`src/rtl/rr_arb_pkg.sv`:
```
// -----------------------------------------------------------------------------
// rr_arb_pkg
// Shared definitions for the round-robin request arbiter that feeds the
// 4-to-2 encoder: requester count, pointer width, FSM state type and a
// one-hot helper.
// -----------------------------------------------------------------------------
package rr_arb_pkg;

    // Only N = 4 is supported in this release; PTR_W must equal log2(N).
    localparam int N     = 4;
    localparam int PTR_W = 2;

    typedef enum logic {
        IDLE  = 1'b0,
        GRANT = 1'b1
    } state_t;

    // One-hot vector with bit idx set.
    function automatic logic [N-1:0] onehot(input logic [PTR_W-1:0] idx);
        logic [N-1:0] vec;
        vec      = '0;
        vec[idx] = 1'b1;
        return vec;
    endfunction

endpackage

```
`src/rtl/rr_pick.sv`:
```
// -----------------------------------------------------------------------------
// rr_pick
// Combinational selection of the next requester to grant.
//   pending_i  [N-1:0]      sticky request vector
//   last_ptr_i [PTR_W-1:0]  index granted last time
//   pick_idx_o [PTR_W-1:0]  selected requester (valid when pick_any_o=1)
//   pick_any_o              at least one request is pending
// Default build: round-robin, searching upward from last_ptr_i+1 with wrap.
// With RR_ARB_FIXED_PRIO_EN defined: highest set pending bit wins and
// last_ptr_i is ignored.
// -----------------------------------------------------------------------------
module rr_pick
    import rr_arb_pkg::*;
(
    input  logic [N-1:0]     pending_i,
    input  logic [PTR_W-1:0] last_ptr_i,
    output logic [PTR_W-1:0] pick_idx_o,
    output logic             pick_any_o
);

    assign pick_any_o = |pending_i;

`ifdef RR_ARB_FIXED_PRIO_EN

    // Pointer is kept by the top level but plays no part in a fixed-priority pick.
    logic unused_last_ptr;
    assign unused_last_ptr = ^last_ptr_i;

    always_comb begin
        pick_idx_o = '0;
        // Ascending scan so the highest set bit is the final assignment.
        for (int i = 0; i < N; i++) begin
            if (pending_i[i]) begin
                pick_idx_o = PTR_W'(i);
            end
        end
    end

`else

    // cand_idx[k] is the k-th position searched; adding in PTR_W bits gives
    // the modulo-N wrap for free since N is a power of two.
    logic [PTR_W-1:0] cand_idx [N];
    logic [N-1:0]     rot_req;

    generate
        for (genvar gi = 0; gi < N; gi++) begin : g_rot
            assign cand_idx[gi] = last_ptr_i + PTR_W'(gi + 1);
            assign rot_req[gi]  = pending_i[cand_idx[gi]];
        end
    endgenerate

    always_comb begin
        pick_idx_o = '0;
        // Descending scan so the nearest candidate after last_ptr wins.
        for (int i = N - 1; i >= 0; i--) begin
            if (rot_req[i]) begin
                pick_idx_o = cand_idx[i];
            end
        end
    end

`endif

endmodule

```
`src/rtl/rr_req_arbiter.sv`:
```
// -----------------------------------------------------------------------------
// rr_req_arbiter
// Captures sticky request pulses from N sources and issues one one-hot grant
// at a time with a valid/ready handshake. The one-hot gnt drives the 4-to-2
// encoder directly, so at most one gnt bit is ever high.
// Ports:
//   clk        rising-edge clock
//   rst        synchronous active-high reset
//   req        [N-1:0] request pulses, OR-ed into pending every edge
//   gnt_ready  downstream accepts the current grant (ignored while idle)
//   gnt        [N-1:0] one-hot grant, zero when gnt_valid=0
//   gnt_valid  gnt holds a valid grant
//   pending    [N-1:0] registered sticky request vector
// Build option: RR_ARB_FIXED_PRIO_EN selects fixed priority (bit N-1 highest)
// instead of round-robin; ports and timing are the same in both builds.
// -----------------------------------------------------------------------------
module rr_req_arbiter
    import rr_arb_pkg::*;
(
    input  logic         clk,
    input  logic         rst,
    input  logic [N-1:0] req,
    input  logic         gnt_ready,
    output logic [N-1:0] gnt,
    output logic         gnt_valid,
    output logic [N-1:0] pending
);

    state_t           state_q, state_d;
    logic [N-1:0]     pending_q, pending_d;
    logic [N-1:0]     gnt_q, gnt_d;
    logic             gnt_valid_q, gnt_valid_d;
    logic [PTR_W-1:0] gnt_idx_q, gnt_idx_d;
    logic [PTR_W-1:0] last_ptr_q, last_ptr_d;
    logic [N-1:0]     clr_mask;

    logic [PTR_W-1:0] pick_idx;
    logic             pick_any;

    // The pick sees only the registered pending vector, so a request arriving
    // on the same edge as a pick is considered one cycle later.
    rr_pick u_pick (
        .pending_i  (pending_q),
        .last_ptr_i (last_ptr_q),
        .pick_idx_o (pick_idx),
        .pick_any_o (pick_any)
    );

    always_comb begin
        state_d     = state_q;
        gnt_d       = gnt_q;
        gnt_valid_d = gnt_valid_q;
        gnt_idx_d   = gnt_idx_q;
        last_ptr_d  = last_ptr_q;
        clr_mask    = '0;

        case (state_q)
            IDLE: begin
                if (pick_any) begin
                    gnt_d       = onehot(pick_idx);
                    gnt_valid_d = 1'b1;
                    gnt_idx_d   = pick_idx;
                    state_d     = GRANT;
                end
            end
            GRANT: begin
                // Returning to IDLE on accept creates the mandatory bubble.
                if (gnt_ready) begin
                    clr_mask    = gnt_q;
                    last_ptr_d  = gnt_idx_q;
                    gnt_d       = '0;
                    gnt_valid_d = 1'b0;
                    state_d     = IDLE;
                end
            end
            default: begin
                state_d = IDLE;
            end
        endcase

        // OR-ing req after the clear lets a same-edge re-request survive.
        pending_d = (pending_q & ~clr_mask) | req;
    end

    always_ff @(posedge clk) begin
        if (rst) begin
            state_q     <= IDLE;
            pending_q   <= '0;
            gnt_q       <= '0;
            gnt_valid_q <= 1'b0;
            gnt_idx_q   <= '0;
            last_ptr_q  <= PTR_W'(N - 1);
        end else begin
            state_q     <= state_d;
            pending_q   <= pending_d;
            gnt_q       <= gnt_d;
            gnt_valid_q <= gnt_valid_d;
            gnt_idx_q   <= gnt_idx_d;
            last_ptr_q  <= last_ptr_d;
        end
    end

    assign gnt       = gnt_q;
    assign gnt_valid = gnt_valid_q;
    assign pending   = pending_q;

endmodule

```
`config.mk`:
```
export PLATFORM = sky130hd
export DESIGN_NAME = rr_req_arbiter
export DESIGN_NICKNAME = d
export VERILOG_FILES = /design/src/rtl/rr_arb_pkg.sv /design/src/rtl/rr_pick.sv /design/src/rtl/rr_req_arbiter.sv
export SDC_FILE = /design/constraint.sdc
export NUM_CORES = 1
export LEC_CHECK = 0
export ABC_AREA = 1
export CAP_MARGIN = 20
export CORE_MARGIN = 4
export CORE_UTILIZATION = 45
export CTS_BUF_LIST = sky130_fd_sc_hd__clkbuf_4
export CTS_CLUSTER_SIZE = 12
export DETAILED_ROUTE_END_ITERATION = 6
export PLACE_DENSITY = 0.72
export SLEW_MARGIN = 0
export SYNTH_ARGS = -nofsm -noshare
export SYNTH_HDL_FRONTEND = slang
export SYNTH_SLANG_ARGS = --single-unit
```
`constraint.sdc`:
```
create_clock -name clk -period 2.9 [get_ports clk]
set_input_delay 0.58 -clock clk [delete_from_list [all_inputs] [get_ports clk]]
set_output_delay 0.58 -clock clk [all_outputs]
set_load 0.005 [all_outputs]
```
==> reports/notes.md, run 1 <==
• clkbuf_4 — root buffer cell
• 0.0004410 µW — reported leakage power
• 4 — largest fanout of any net on the critical path
• 2320 ps — Crit path required time
• primary output — category of the worst setup path capture point
• 11 — Worst Reg-to-Reg Cells
• nand2_1 — most frequent standard cell in the layout excluding fill and tap cells
• 1.583 mm — routed wire length
• 14 — clk sinks
• 2356 µm² — die area
• 136 — number of nets in the layout
• nand2_1 (34), clkdlybuf4s50_1 (15), dfxtp_1 (14) — most common logic cells in the final layout
• 0.2705 mV — Worst VDD drop
• 14.30% — combined global-route utilization of all metal layers
• 391.6 µm² — total area of multi-input combinational cells
• 18.90% — fraction of layout instances using a drive strength above 1
• 1524 µm² — area inside the core boundary
• 326.8 µW — internal power
• 0 — Synthesis Warnings
• 110 — Cells after Synth
• 0% — fa+ha+maj area frac
• 48.54 µm — height of the chip
• 1 — number of H-tree levels
• 0 — DRC violations left
• 25.55% — layout-stage area growth over the synthesis result
• complete, no violations — outcome
• 739.5 µm² — netlist area before placement
• 160.0 µW — Net Switching
• simple AND/OR/NAND/NOR gates — largest non-sequential cell family by area
• 0 — antenna violations before repair
• 0% — xor+xnor area frac
• 524.4 nW/µm² — power density over the cells
• 1200 ps — Worst EP arrival
• 0 — Hold Violations, Final
• 2.711 mm — wire length of the first global-routing pass
• buffers and inverters — cell type group with the largest total delay on the critical path
• 1 — buffer and inverter count on the worst path
• 4.700 ps — Clock Skews
• reg -> out — critical setup path kind
• 80 ps — post-CTS clock slew at the launch and capture registers of the worst setup and hold paths
• clkdlybuf4s50_1 — Critical-path top delay cell
• 0 ps — Post-Route Setup TNS
• 12 — initial detailed-routing violation count
• 280 ps — latest clock arrival within the worst-skew pair
• 4 — first-pass iteration count of the detailed router
• 14 — Site Rows
• 110 — cell count listed in synth_stat.txt
• 0 — Finish-stage setup viols
• 723 — routed via count
• 0 — remaining antenna violation count
• 463.0 ps — worst-margin pin slew
• 40.44% — and+or+nand+nor area frac
• 12.52% — area share of and-or/or-and cells after synthesis
• no — RSZ-0062 raised after global routing
• 14 — synthesized flop and latch total
• 1 — cell depth of the worst setup path
• 486.8 µW — Pwr Total
• flip-flop — startpoint type of the worst setup path
• 2 — maximum number of buffers from clock root to sink
• 15 — number of port buffers
• 6.722 µm² — synthesized area per cell
• 0 — hold buffer count at CTS
• 153 — fill cell count
• 17 — Yosys cell types
• 0 — post-cts gate resize count
• 739.5 µm² — post-synth area from yosys stat
• 61.48% — cycle use final
• 2 — hold depth
• clkdlybuf4s50_1 — ordered list of cells on the worst path
• 69.04% — worst slew margin relative to its limit
• 37.90% — sequential element share of the synthesized area
• 47.0% — part of the power in registers
• 12 — maximum number of pins on one net before global-route repair
• 30.9% — part of the power in combinational logic
• reg -> reg — classification of the worst-slack hold path
• 1783 ps — crit path time final
• 48.54 µm — horizontal die dimension
• 1.273 mm — detailed-placement wirelength estimate
• 11.07 µm — per-cell routed wire length
• 5.056 — detailed-route vias per instance
• 0.5608 GHz — achievable frequency
• 0 — final global-route overflow total
• 0.8338 — Final GP Congestion
• 682 — number of global-route vias before repair
• 0 — maxcap violations
• 0% — mux share of post-synthesis cell area
• 530 ps — crit-path max cell delay
• 26 — stage-log warning count
• done — clock tree from TritonCTS
[run 1: final timing paths]
check,startpoint,to,slack [ps]
min,gnt_valid,gnt_valid,470
max,pending[1],pending[1],1120
min reg2reg,gnt_valid,gnt_valid,470
max reg2reg,last_ptr_q[0],gnt_idx_q[0],1440
[run 1: sequential cells by signal, indices dropped and copies added (netlist names)]
signal and cells:
gnt_valid 1, pending 4, last_ptr_q 2, state_q 1, gnt 4, gnt_idx_q 2
[run 1: per-stage QoR]
stage               setup WS [ps]  hold slack [ps]  cells  area (µm²)
floorplan                    1582            446.5    110       739.5
global placement             1071            461.2    140       905.9
detailed placement           1004            460.5    140       905.9
CTS                          1104            474.4    143       928.4
global route                 1040            505.1    143       928.4
finish                       1117            470.5    143       928.4
[run 1: Yosys cell counts]
cell type	number	share of area, %
nand2_1	34	17
dfxtp_1	14	38
inv_1	13	6.6
nand2_2	11	9.3
a21oi_1	8	5.4
nor2_1	7	3.6
nand3_1	4	2.7
o211ai_1	4	4.1
inv_2	3	1.5
a21oi_2	2	2.4
nand3_2	2	2.7
nand4_1	2	1.7
nor2_2	2	1.7
clkbuf_1	1	0.51
clkinv_1	1	0.51
nand2_4	1	1.5
o21ai_1	1	0.68
[run 1: routing by layer]
layer	vias to the layer above	share of wire [%]	GRT usage [%]
li1	378	-	-
met1	331	46	17.16
met2	10	49	23.48
met3	4	3.2	3.681
met4	0	1.9	6.726
met5	-	0	0
[run 1: power groups by stage]
| stage | Sequential (µW) | Combinational [µW] | Clock (µW) |
|---|---|---|---|
| floorplan | 231 | 102 | 0 |
| global placement | 233 | 149 | 0 |
| finish | 229 | 151 | 107 |
| detailed placement | 233 | 151 | 0 |
| CTS | 229 | 152 | 109 |
| global route | 232 | 167 | 119 |
[run 1: layout make-up]
cell class                      count  area share [%]
Clock buffer                        3           2.426
Inverter                           17           6.873
Multi-Input combinational cell     78           42.18
Sequential cell                    14           30.19
Tap cell                           16           2.156
Timing Repair Buffer               15           16.17
[run 1: cells by family (layout without fill, tap and decap cells)]
family | after synthesis | after routing
buffers and inverters | 18 | 35
AND/OR/NAND/NOR | 63 | 63
flip-flops | 14 | 14
AND-OR/OR-AND | 15 | 15
### Register map, names as in the netlist, run 1

The bar under the picture is 10 µm long.
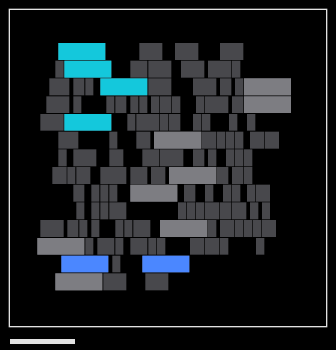
- blue: gnt_idx_q (flops 2)
- cyan: gnt (flops 4; where top left)
Util after Layout: 60.92%
area occupied by registers: 280.3 µm²
power consumed by sequential cells: 229 µW

### Clock distribution, run 1

The bar under the picture is 10 µm long.
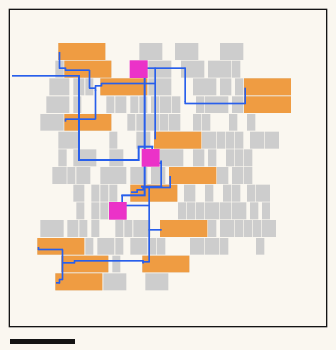
- orange: flip-flops (count 14)
- blue: clock wires (length 189 µm)
- magenta: cells driving clock nets (count 3)
- routed clock nets: 4
power share of the clock group: 22.0%
reported clock group power: 107 µW

### A small window of the routed layout, run 1

Window x 19 to 49, y 0 to 30 µm. Cells in gray, sequential cells in the stronger gray; small squares are vias.
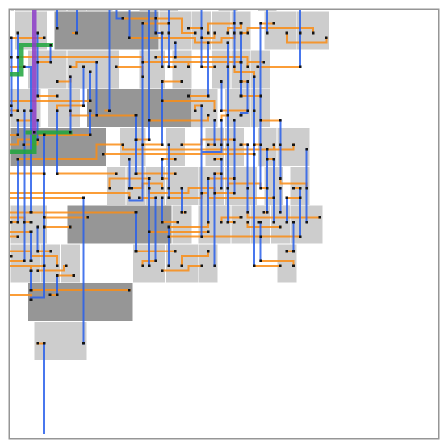
- purple: met4
- green: met3
- blue: met2
- orange: met1
- cells with their middle in the window: 53
- sequential cells in the window: 5
- netlist names of flops here include: last_ptr_q (2), pending (2)
- most frequent: nand2_1 (18), nand2_2 (10)

### Drive-strength map, run 1

The bar under the picture is 10 µm long.
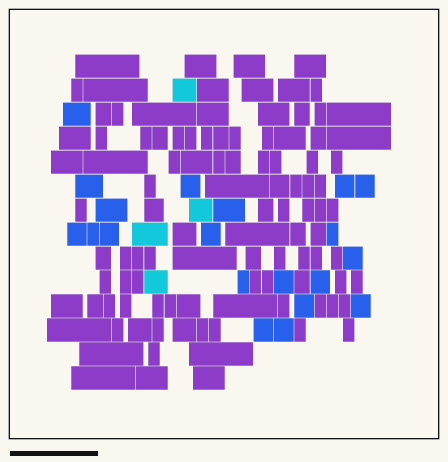
- cyan: drive 3 to 4 (cells 4; share 3.1%)
- purple: drive 1 or less (cells 103; share 81%)
- blue: drive 2 (cells 20; share 16%)

==> run 1 -> run 2 <==
clock period = 1.8 ns   (was 2.9 ns; I/O delays follow)
### A small window of the routed layout, run 2

Window x 19 to 49, y 0 to 30 µm. Cells in gray, sequential cells in the stronger gray; small squares are vias.
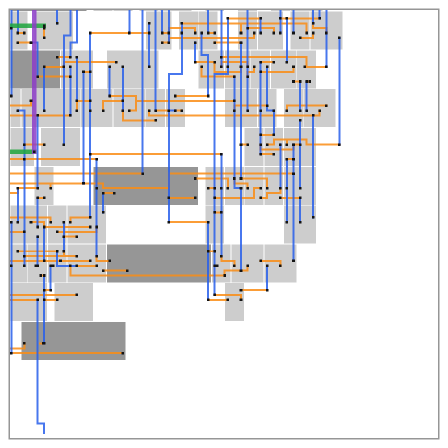
- blue: met2
- purple: met4
- orange: met1
- green: met3
- most frequent: nand2_1 (18), nand2_2 (9)
- sequential cells in the window: 3
- netlist names of flops here include: last_ptr_q (2), gnt_idx_q (1)
- cells with their middle in the window: 55

### Clock distribution, run 2

The bar under the picture is 10 µm long.
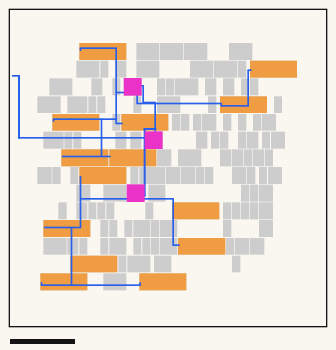
- magenta: cells driving clock nets (count 3)
- blue: clock wires (length 188 µm)
- orange: flip-flops (count 14)
- routed clock nets: 4

==> run 2 against run 1 <==
Critical endpoint unchanged. Global-route usage grew 1.1 points. Combinational power rose by 62%. Synthesized area did not move. Clock-buffer cell count unchanged. Worst hold slack gained 3.9 ps. Highest routed layer unchanged. Worst setup slack worse by 880 ps. Via count down 3.0%. Largest cell class unchanged.
==> reports/notes.md, run 2 <==
• 14 — Site Rows
• no — RSZ-0062 raised after global routing
• 15.36% — combined global-route utilization of all metal layers
• 4 — largest fanout of any net on the critical path
• 4.834 — detailed-route vias per instance
• 198.1 ps — Setup Slack @ Placement
• 739.5 µm² — netlist area before placement
• 789.0 µW — Pwr Total
• clkdlybuf4s50_1 — Critical-path top delay cell
• 15 — number of port buffers
• 1440 ps — Crit path required time
• nand2_1 — leading cell type by number of instances after synthesis
• reg -> out — critical setup path kind
• 0 — remaining antenna violation count
• clkdlybuf4s50_1 — ordered list of cells on the worst path
• 0 — Ant. Diodes
• 0.8471 — Final GP Congestion
• 13 — initial detailed-routing violation count
• 0.4350 mV — Worst VDD drop
• done — clock tree from TritonCTS
• 739.5 µm² — post-synth area from yosys stat
• 16 — IO Count
• 0 ps — Post-Route Setup TNS
• 14 — clk sinks
• 1210 ps — Worst EP arrival
• primary output — category of the worst setup path capture point
• 1.288 mm — detailed-placement wirelength estimate
• 0 — number of max-slew violations in the final report
• 83.37% — worst slew margin relative to its limit
• 0 — Synthesis Warnings
• 0.6383 GHz — achievable frequency
• 20.16% — fraction of layout instances using a drive strength above 1
• 6.722 µm² — synthesized area per cell
• 0 — antenna violations before repair
• 11 — maximum number of pins on one net before global-route repair
• 37.90% — sequential element share of the synthesized area
• 1524 µm² — area inside the core boundary
• 3.237 ps — Clock Skews
• 340 ps — register-to-register setup slack
• 0.0004510 µW — reported leakage power
• 3 — total CTS buffers
• 1.592 mm — routed wire length
• 0 — DRC violations left
• dfxtp_1 — Primary FF master, synth
• nand2_1 (34), dfxtp_1 (14), inv_1 (13) — leading cell types by count after synthesis
• buffers and inverters — cell type group with the largest total delay on the critical path
• 61.90% — Util after Layout
• 662 — number of global-route vias before repair
• 14 — synthesized flop and latch total
• 110 — Cells after Synth
• 836.3 nW/µm² — power density over the cells
• 37.90% — Dominant cell area share
• 248.5 ps — worst-margin pin slew
• 0 — Finish-stage setup viols
• 0 — final global-route overflow total
• 27.58% — layout-stage area growth over the synthesis result
• 117 — Mapped Nets
• 0 — maxcap violations
• 233.2 ps — minimum setup slack in the final design
• 87.04% — cycle use final
• 1 — buffer and inverter count on the worst path
• 48.52% — starting density of the core
• 2356 µm² — die area
• 4 — first-pass iteration count of the detailed router
• 0 — Hold Violations, Final
• 2 — maximum number of buffers from clock root to sink
• 0 — number of synthesized flops with an enable pin
• flip-flop — startpoint type of the worst setup path
• 48.54 µm — horizontal die dimension
• clkbuf_4 — root buffer cell
• 110 — cell count listed in synth_stat.txt
• 2.980 mm — wire length of the first global-routing pass
• 0 — hold buffer count at CTS
• 701 — routed via count
• 0% — share of flip-flops with an asynchronous set or reset
• 138 — number of nets in the layout
• 26 — stage-log warning count
• 1 — number of H-tree levels
• dfxtp_1 — post-synthesis cell type with the largest combined area
• 270 ps — latest clock arrival within the worst-skew pair
• 80 ps — post-CTS clock slew at the launch and capture registers of the worst setup and hold paths
• 530 ps — crit-path max cell delay
• dfxtp_1 (38%), nand2_1 (17%), nand2_2 (9.3%) — cell types with the largest area share after synthesis
• 0 — post-cts gate resize count
• 0 — # Post-CTS Setup Buffers
• nand2_1 (34), clkdlybuf4s50_1 (15), dfxtp_1 (14) — most common logic cells in the final layout
• reg -> reg — classification of the worst-slack hold path
• 1567 ps — crit path time final
• 10.98 µm — per-cell routed wire length
• complete, no violations — outcome
• nand2_1 — most frequent standard cell in the layout excluding fill and tap cells
• 17 — Yosys cell types
• 48.54 µm — height of the chip
==> run 2: cell families (layout without fill, tap and decap cells) <==
kind of cell	Yosys count	count (layout)	synth area share, %
simple gates	63	63	40.44
compound gates	15	15	12.52
buf+inv	18	37	9.136
flops	14	14	37.90
==> run 2: final cells by class <==
type / count / area, µm²
clock buffer: 3 / 22.52
multi-input combinational: 78 / 391.6
timing repair buffer: 17 / 165.2
fill: 148 / 580.6
sequential: 14 / 280.3
tap: 16 / 20.02
inverter: 17 / 63.81
==> run 2: path summary, 6_finish.rpt <==
kind | startpoint | end | cells past startpoint
max reg2reg | last_ptr_q[0] | gnt[3] | 10
min | gnt_valid | gnt_valid | 2
min reg2reg | gnt_valid | gnt_valid | 2
max | pending[1] | pending[1] | 1
==> run 2: per-stage QoR <==
step	hold WS, ps	cells	area, µm²
after floorplan	446.5	110	739.5
after global placement	468.9	142	920.9
after detailed placement	465.7	142	920.9
after CTS	480.4	145	943.4
after global routing	512.4	145	943.4
final	474.4	145	943.4
==> run 2: routing by layer <==
| metal | vias up | share of wire, % | routed length, µm | global-route usage, % |
|---|---|---|---|---|
| li1 | 383 | - | - | - |
| met4 | 0 | 1.2 | 19 | 5.381 |
| met3 | 4 | 2.1 | 34 | 3.988 |
| met5 | - | 0 | 0 | 0 |
| met1 | 308 | 48 | 771 | 20.72 |
| met2 | 6 | 48 | 766 | 23.48 |
==> run 2: power by group <==
group / leakage, µW / switching [µW] / total [µW] / internal [µW]
logic: 0.000321 / 135 / 245 / 110
registers: 0.000116 / 26.7 / 368 / 342
clock network: 0.0000138 / 98.2 / 176 / 77.5
==> run 2 -> run 3 <==
--- a/config.mk
+++ b/config.mk
@@ -9,9 +9,9 @@
 export CAP_MARGIN = 20
 export CORE_MARGIN = 4
-export CORE_UTILIZATION = 45
+export CORE_UTILIZATION = 51
 export CTS_BUF_LIST = sky130_fd_sc_hd__clkbuf_4
 export CTS_CLUSTER_SIZE = 12
 export DETAILED_ROUTE_END_ITERATION = 6
-export PLACE_DENSITY = 0.72
+export PLACE_DENSITY = 0.8
 export SLEW_MARGIN = 0
 export SYNTH_ARGS = -nofsm -noshare
==> constraint.sdc (replaced) <==
create_clock -name clk -period 1.8 [get_ports clk]
set_input_delay 0.36 -clock clk [delete_from_list [all_inputs] [get_ports clk]]
set_output_delay 0.36 -clock clk [all_outputs]
set_load 0.02 [all_outputs]
==> run 3 against run 2 <==
Register-to-register slack got worse by 30 ps. Cell area rose by 0.27%. Routed wire length rose by 3.3%. Critical path type unchanged.
==> reports/notes.md, run 3 <==
• 83.48% — worst slew margin relative to its limit
• 110 — Cells after Synth
• 0 — DRC violations left
• 710 — number of global-route vias before repair
• 741 — routed via count
• no — RSZ-0062 raised after global routing
• 1334 µm² — area inside the core boundary
• 1.249 mm — detailed-placement wirelength estimate
• 0 — final global-route overflow total
• 1 — buffer and inverter count on the worst path
• 4 — first-pass iteration count of the detailed router
• 90 ps — post-CTS clock slew at the launch and capture registers of the worst setup and hold paths
• 5.110 — detailed-route vias per instance
• 11 — maximum number of pins on one net before global-route repair
• 0 — antenna violations before repair
• 125 — fill cell count
• done — clock tree from TritonCTS
• 0 — number of max-slew violations in the final report
• 739.5 µm² — post-synth area from yosys stat
• 13 — Site Rows
• dfxtp_1 — Primary FF master, synth
• 22.3% — power share of the clock group
• 121.2 ps — minimum setup slack in the final design
• 630 ps — crit-path max cell delay
• 0 — number of synthesized flops with an enable pin
• 33.0% — part of the power in combinational logic
• 0 — maxcap violations
• 70.92% — Util after Layout
• 1320 ps — Worst EP arrival
• 291.5 µW — Net Switching
• 37.90% — sequential element share of the synthesized area
• 533.1 µW — internal power
• flip-flop — startpoint type of the worst setup path
• 35.35% — switching share of power
• 0% — share of flip-flops with an asynchronous set or reset
• 117 — Mapped Nets
• 0 — remaining antenna violation count
• 0 — Ant. Diodes
• 18.45% — combined global-route utilization of all metal layers
• 9.432 ps — Clock Skews
• 3 — total CTS buffers
• 55.44% — starting density of the core
• 0 — Hold Violations, Final
• buffers and inverters — cell type group with the largest total delay on the critical path
• 56 µm — met3 wire length
• 0 ps — Post-Route Setup TNS
• 773 µm — routed metal-1 wirelength
• 10 — Worst Reg-to-Reg Cells
• 46.08 µm — horizontal die dimension
• clkbuf_4 — root buffer cell
• nand2_1 (34), clkdlybuf4s50_1 (15), dfxtp_1 (14) — most common logic cells in the final layout
• dfxtp_1 (38%), nand2_1 (17%), nand2_2 (9.3%) — cell types with the largest area share after synthesis
• 0.0004526 µW — reported leakage power
• 2 — hold depth
• 37.90% — Dominant cell area share
• 26 — stage-log warning count
• 0 — Finish-stage setup viols
• 2123 µm² — die area
• reg -> out — critical setup path kind
• 138 — number of nets in the layout
• primary output — category of the worst setup path capture point
• 2.829 mm — wire length of the first global-routing pass
• 110 — cell count listed in synth_stat.txt
• nand2_1 — most frequent standard cell in the layout excluding fill and tap cells
• 27.92% — layout-stage area growth over the synthesis result
• clkdlybuf4s50_1 — ordered list of cells on the worst path
• 6.722 µm² — synthesized area per cell
• 1 — cell depth of the worst setup path
• 246.9 ps — worst-margin pin slew
• 0.5957 GHz — achievable frequency
• 776 µm — met2 layer wire length in the routed design
• clkdlybuf4s50_1 — Critical-path top delay cell
• dfxtp_1 — post-synthesis cell type with the largest combined area
• 0 — # Post-CTS Setup Buffers
• 4 — largest fanout of any net on the critical path
• 0 — hold buffer count at CTS
• 0.8910 — Final GP Congestion
• 46.08 µm — height of the chip
• 14 — clk sinks
• complete, no violations — outcome
• 0.5945 mV — Worst VDD drop
• 17 — Yosys cell types
• 11.34 µm — per-cell routed wire length
• 93.27% — cycle use final
• 290 ps — latest clock arrival within the worst-skew pair
• 14 — synthesized flop and latch total
• nand2_1 — leading cell type by number of instances after synthesis
• met4 — highest routed metal layer
• 1440 ps — Crit path required time
• 15 — number of port buffers
• 238.4 ps — Setup Slack @ Placement
• 20.00% — fraction of layout instances using a drive strength above 1
• 1.645 mm — routed wire length
• 44.7% — part of the power in registers
• 1 — number of H-tree levels
• reg -> reg — classification of the worst-slack hold path
• nand2_1 (34), dfxtp_1 (14), inv_1 (13) — leading cell types by count after synthesis
• 739.5 µm² — netlist area before placement
• 0 — post-cts gate resize count
• 1679 ps — crit path time final
• 12 — initial detailed-routing violation count
• 2 — maximum number of buffers from clock root to sink
• 16 — IO Count
• 0 — Synthesis Warnings
• 871.7 nW/µm² — power density over the cells
[run 3: cell counts after synthesis]
Identical to the previous run, type by type.
[run 3: logic make-up (layout without fill, tap and decap cells)]
logic type | Yosys count | count (layout) | share of synthesized area, %
compound gates | 15 | 15 | 12.52
simple gates | 63 | 63 | 40.44
buf+inv | 18 | 38 | 9.136
flops | 14 | 14 | 37.90
[run 3: layout make-up]
class | instances | area [µm²] | share of cell area, %
clock buffer | 3 | 22.52 | 2.381
clock inverter | 1 | 3.754 | 0.3968
inverter | 17 | 63.81 | 6.746
multi-input combinational | 78 | 391.6 | 41.40
sequential | 14 | 280.3 | 29.63
tap | 15 | 18.77 | 1.984
timing repair buffer | 17 | 165.2 | 17.46
[run 3: power groups by stage]
stage	sequential [µW]	clock [µW]	combinational [µW]
after CTS	368	188	273
after global routing	374	199	300
final	368	184	272
after global placement	375	0	264
after detailed placement	375	0	270
after floorplan	394	0	164
[run 3: final timing paths]
path	from	end	slack [ps]
setup / recovery	pending[1]	pending[1]	120
hold / removal	gnt_valid	gnt_valid	470
setup reg to reg	last_ptr_q[0]	gnt[0]	310
hold reg to reg	gnt_valid	gnt_valid	470
[run 3: per-stage QoR]
stage	total power, µW	hold slack, ps	instances	instance area [µm²]
CTS	829.2	473.9	145	945.9
floorplan	557.4	446.5	110	739.5
global route	873.3	493.9	145	945.9
finish	824.6	469.1	145	945.9
detailed placement	645.0	459.8	141	919.6
global placement	638.9	468.8	141	919.6
[run 3: per-layer routing]
metal / up-vias / track usage [%]
met5: - / 0
met4: 0 / 14.20
met3: 5 / 3.516
met2: 13 / 27.75
met1: 342 / 22.80
li1: 381 / -
### A small window of the routed layout, run 3

Window x 16 to 46, y 0 to 30 µm. Cells in gray, sequential cells in the stronger gray; small squares are vias.
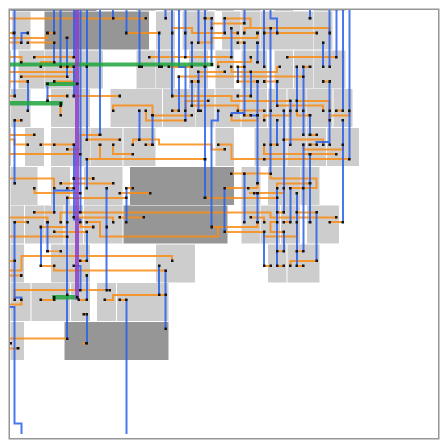
- blue: met2
- purple: met4
- orange: met1
- green: met3
- most frequent: nand2_1 (20), nand2_2 (9), inv_1 (8)
- netlist names of flops here include: last_ptr_q (2)
- cells with their middle in the window: 66
- sequential cells in the window: 4

### Clock distribution, run 3

The bar under the picture is 10 µm long.
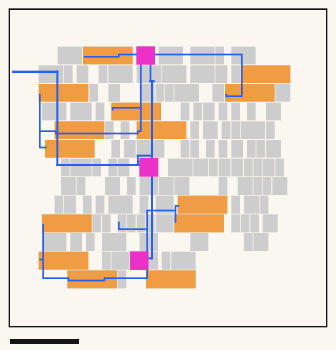
- orange: flip-flops (count 14)
- magenta: cells driving clock nets (count 3)
- blue: clock wires (length 190 µm)
- routed clock nets: 4

Power figures rest on the tool's default switching activity, not on a simulated workload.
